Run 1, a small window of the routed layout:
Scale bar: 10 µm. Window x 21 to 51, y 21 to 51 µm. Cells in grey, sequential cells in the stronger grey; small squares are vias.
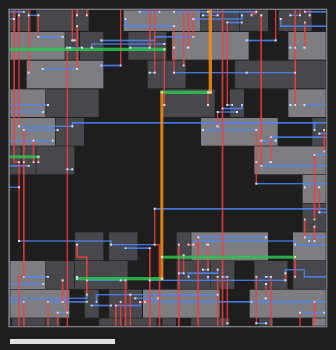
Run 1, clock routing:
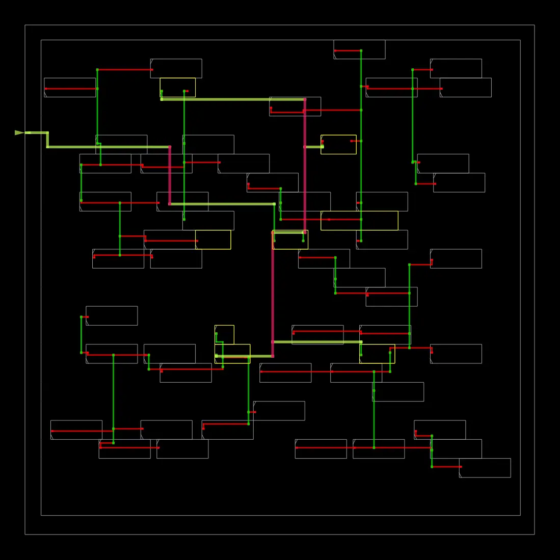
Run 1, wires at chosen ports, followed through buffers:
Scale bar: 20 µm.
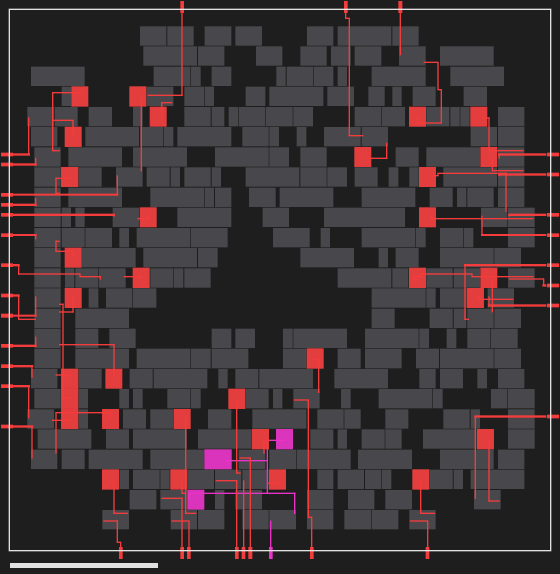
==> config.mk <==
export PLATFORM = sky130hd
export DESIGN_NAME = pipe_stage_reg
export DESIGN_NICKNAME = d
export VERILOG_FILES = /design/src/rtl/pipe_stage_reg.sv
export SDC_FILE = /design/constraint.sdc
export NUM_CORES = 1
export LEC_CHECK = 0
export CAP_MARGIN = 0
export CORE_MARGIN = 2
export CORE_UTILIZATION = 42
export DETAILED_ROUTE_END_ITERATION = 8
export PLACE_DENSITY = 0.86
export SYNTH_ARGS = -nofsm -noshare
export SYNTH_HDL_FRONTEND = slang
export SYNTH_SLANG_ARGS = --single-unit
==> constraint.sdc <==
create_clock -name clk -period 3 [get_ports clk]
set_clock_uncertainty 0.15 [all_clocks]
set_input_delay 0.6 -clock clk [delete_from_list [all_inputs] [get_ports clk]]
set_output_delay 0.6 -clock clk [all_outputs]
set_load 0.005 [all_outputs]
==> metrics.cfg, run 1 <==
[routing]
drtAntennaViolNets=0
vias_per_cell=4.84
first_pass_iters=4
dr_wl_met2_um=2500
totalWireLength_um=4870
dr_total_vias=1731
drtIter0Drc=71

[critical_path]
cp_num_cells=4
end_kind=flop
critPathBufInv=1
cp.arrival_ns=2.09
cp_cell_sequence=clkdlybuf4s50_1 -> and2b_4 -> nand2_2 -> a21oi_2
path_class=input pin to flop
startpoint_type=input pin
worstPathRequired_ns=3.09
cp_slowest_cell=and2b_4
reg2regPathDepth=2

[place]
place_hpwl_um=3520
gp_congestion=0.707
place_area_mm2=0.00296

[layout]
fin_area_mm2=0.00308
finalNetCount=356
fillers=390
largest_reg_flops=32
final_cells=358
final_core_util=0.661
layout-drive-gt1-share=0.306

[synthesis]
ys_seq_share=0.492
post-synth-top-area-cell=dfxtp_1
ys_types=15
ys_sh_mux=0
ys_cells=206
synthDominantCellAreaShare=0.492
common_cells=dfxtp_1, a21oi_2, nand2_1, nand2_2
synth_flops=49
syn_inst=206
yosys_warnings=0
yosys_area_mm2=0.00199
synth.area.top_cells=dfxtp_1, a21oi_2, nand2_2, nand2_1, buf_12
synthSimpleGateAreaFrac=0.232
fp_nets=259

[final_timing]
fmax_ghz=0.501
finalWorstSetupSlack_ns=1.00
tightest_slew_ns=0.749
hold_viol_final=0

[clock_network]
path_clk_slew_ns=0.09
htree_levels=2
cts_tree=done

[global_routing]
grt_pass1_vias=1708
met1_usage=0.216
grt_use_total=0.189
grt_pass1_wl_um=7800
met2_usage=0.328

[power]
power_frac_seq=0.491
power_leader=sequential cells
power_switching_mw=0.326
clk-power_mw=0.489
powerSeq_mw=0.691

[floorplanning]
fp-utilization=0.427
die_w_um=72.9
coreArea_mm2=0.00466
core.rowCount=25

[run]
cap_violations=0
warnings=26

[min_path]
min_path_type=flop to flop

[run_status]
status=finished clean

Notes on 'a small window of the routed layout' above:
orange -> M4
red -> M2
blue -> M1
green -> M3
cells with their middle in the window = 41
most frequent = dfxtp_1 (11)
sequential cells in the window = 11

Notes on 'clock routing' above:
clock buf count: 6
clock sinks: 49
total CTS buffers: 5

Notes on 'wires at chosen ports, followed through buffers' above:
red -> data_i  # direction input, end cells 32, buffers 32, wire 544 µm
magenta -> flush_i  # direction input, end cells 3, buffers 1, wire 36.2 µm
Buffers on Ports: 101
Top Ports: 102

-- run 1: final cells by class --
| cell class | instances | area (µm²) | share of cell area |
|---|---|---|---|
| clock buffer | 6 | 82.6 | 0.0268 |
| tap | 54 | 67.6 | 0.0219 |
| clock inverter | 2 | 37.5 | 0.0122 |
| inverter | 1 | 3.75 | 0.00122 |
| sequential | 49 | 981 | 0.319 |
| multi-input combinational | 142 | 878 | 0.285 |
| timing repair buffer | 104 | 1030 | 0.334 |
-- run 1: layout by cell type (no fill, tap or decap), drive strengths merged --
cell type	netlist	final
clkdlybuf4s50	0	100
nand2	80	80
dfxtp	49	49
a21oi	41	41
nor2	9	9
a22oi	8	8
clkbuf	1	6
buf	13	4
or2	1	1
inv	1	1
and2	1	1
and2b	1	1
nand2b	1	1
clkinvlp	0	1
bufinv	0	1
==> inputs of run 2 (changes only) <==
--- a/config.mk
+++ b/config.mk
@@ -7,9 +7,9 @@
 export LEC_CHECK = 0
 export CAP_MARGIN = 0
 export CORE_MARGIN = 2
-export CORE_UTILIZATION = 42
+export CORE_UTILIZATION = 39
 export DETAILED_ROUTE_END_ITERATION = 8
-export PLACE_DENSITY = 0.86
+export PLACE_DENSITY = 0.81
 export SYNTH_ARGS = -nofsm -noshare
 export SYNTH_HDL_FRONTEND = slang
 export SYNTH_SLANG_ARGS = --single-unit
==> constraint.sdc (replaced) <==
create_clock -name clk -period 2.05 [get_ports clk]
set_clock_uncertainty 0.15 [all_clocks]
set_input_delay 0.41 -clock clk [delete_from_list [all_inputs] [get_ports clk]]
set_output_delay 0.41 -clock clk [all_outputs]
set_load 0.005 [all_outputs]
==> run 2 against run 1 <==
  * First-iteration DRC count fell by 27%
  * Core utilization shrank 3.9 points
  * Cell count is 5.0% higher
  * Combinational power increased by 51%
  * Register-to-register slack worse by 0.92 ns
  * Critical path depth is 3 lower
  * Wire length is 0.68% lower
  * Worst hold slack got worse by 0.054 ns
  * Cell area grew 1.1%
  * Worst setup slack worse by 0.67 ns
  * Power increased by 34%
  * Clock power grew 9.6%
==> metrics.cfg, run 2 <==
[routing]
drtAntennaViolNets=0  ; unchanged
vias_per_cell=4.57  ; -5.4%
first_pass_iters=4  ; unchanged
remaining_drc_errors=0
drtIter0Drc=52  ; -27%

[synthesis]
yosys_warnings=0  ; unchanged
ys_types=15  ; unchanged
edf_count=0
synthDominantCellAreaShare=0.492  ; unchanged
yosys_area_mm2=0.00199  ; unchanged
ys_seq_share=0.492  ; unchanged
ys.flop_type=dfxtp_1
synth.area.top_cells=dfxtp_1, a21oi_2, nand2_2, nand2_1, buf_12
fp_nets=259  ; unchanged
synth_flops=49  ; unchanged
post-synth-top-area-cell=dfxtp_1
ys_cells=206  ; unchanged
syn_inst=206  ; unchanged
common_cells=dfxtp_1, a21oi_2, nand2_1, nand2_2

[final_timing]
fin_crit_ns=1.72
tightest_slew_ns=0.320  ; -0.429 ns
setup_violations=0
fmax_ghz=0.582
whs_ns=0.266
min_period_over_period=0.838
finalWorstSetupSlack_ns=0.332  ; -0.670 ns
hold_viol_final=0  ; unchanged
rsz0062_at_grt=no
drv_slew=0

[critical_path]
startpoint_type=flop
cp.arrival_ns=1.16  ; -0.93 ns
cp_num_cells=1  ; -3
r2r_setup_slack_ns=1.23
cp_slowest_cell=clkdlybuf4s50_1
path_class=flop to output pin
worstPathRequired_ns=1.49  ; -1.60 ns
reg2regPathDepth=2  ; unchanged
end_kind=output pin
crit_path_max_incr_delay_ns=0.52
critPathBufInv=1  ; unchanged
cp_cell_sequence=clkdlybuf4s50_1
crit_family=buffers and inverters

[layout]
largest_reg_flops=32  ; unchanged
final_core_util=0.622  ; -0.0390
layout_top_cells=clkdlybuf4s50_1, dfxtp_1, nand2_2, nand2_1, a21oi_2
fillers=451  ; +16%
layout-drive-gt1-share=0.307  ; +0.00127
lay_top_count=clkdlybuf4s50_1
diodes=0
fin_area_mm2=0.00311  ; +1.1%
finalNetCount=358  ; +0.56%
final_cells=376  ; +5.0%

[power]
p_sw_frac=0.242
power_frac_seq=0.534  ; +0.043
power_leakage_nw=1.06
p_comb_frac=0.183
powerSeq_mw=1.01  ; +46%
clkPwrFrac=0.283
power_switching_mw=0.457  ; +40%
p_int_mw=1.44
power_leader=sequential cells

[run]
cap_violations=0  ; unchanged
warnings=26  ; unchanged

[clock_network]
root_buffer=clkbuf_8
ctsHoldBuffers=0
cts_sinks=49  ; unchanged
cts_setup_buffers=0
cts_buffers=5  ; unchanged
htree_levels=2  ; unchanged
path_clk_slew_ns=0.08  ; about the same
cts_tree=done

[min_path]
min_path_cells=2
min_path_type=input pin to flop

[place]
place_area_mm2=0.00303  ; +2.5%
io_buffers=101  ; unchanged
gp_congestion=0.710  ; +0.41%
place_hpwl_um=3560  ; +0.90%
dp_slack_ns=0.206

[global_routing]
grt_pass1_vias=1738  ; +1.8%
grt_pass1_wl_um=7760  ; -0.54%
antenna_found_initial=0

[run_status]
status=finished clean

[floorplanning]
chip_area_mm2=0.00569
die_w_um=75.5  ; +3.6%
io_pins=102  ; unchanged
core.rowCount=26  ; +4.0%
coreArea_mm2=0.00501  ; +7.5%
fp-utilization=0.398  ; -0.0298

==> run 2: cell counts after synthesis <==
Identical to the previous run, type by type.
==> run 2: cells by family (layout without fill, tap and decap cells) <==
logic type,Yosys count,in the layout,synth area share
AOI/OAI and AO/OA,49,49,0.209
buffers and inverters,15,115,0.0666
DFF,49,49,0.492
and+or+nand+nor,93,93,0.232
==> run 2: metal layers <==
layer | wire length, µm | global-route usage
met3 | 468 | 0.0820
met4 | 48 | 0.0565
met5 | 0 | 0
met2 | 2360 | 0.295
met1 | 1960 | 0.206
==> run 2: final cells by class <==
type,instances,area [µm²],area share
Tap cell,70,87.6,0.0281
Sequential cell,49,981,0.315
Multi-Input combinational cell,142,878,0.282
Clock buffer,6,72.6,0.0233
Clock inverter,2,10.0,0.00321
Inverter,1,3.75,0.00121
Timing Repair Buffer,106,1080,0.347
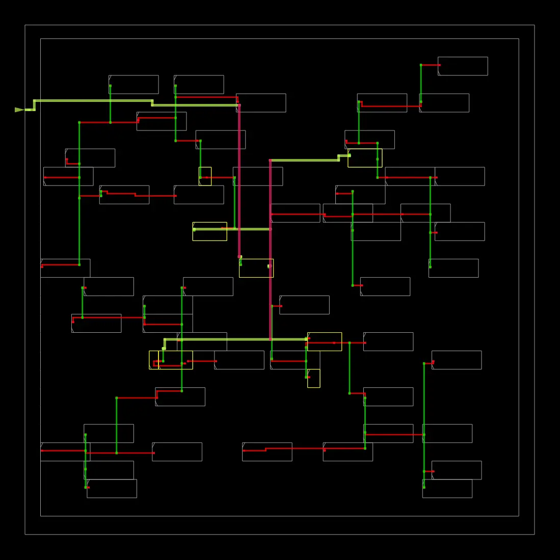
Run 2: clock routing
flop count: 49
Power Clock: 0.536 mW
clock latency on the worst-skew pair: 0.29 ns

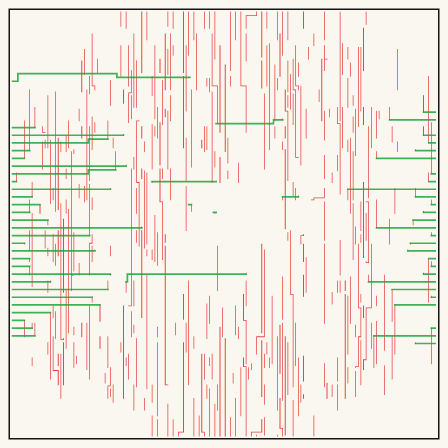
Run 2: signal wires by layer
Two of the layers only.
red -> M2  # wire length 2360 µm
green -> M3  # wire length 469 µm
DR WL/cell: 12.9 µm
Vias: 1719
DRT Wirelength: 4840 µm
total track usage: 0.178

Power is estimated from default activity; no workload was simulated.
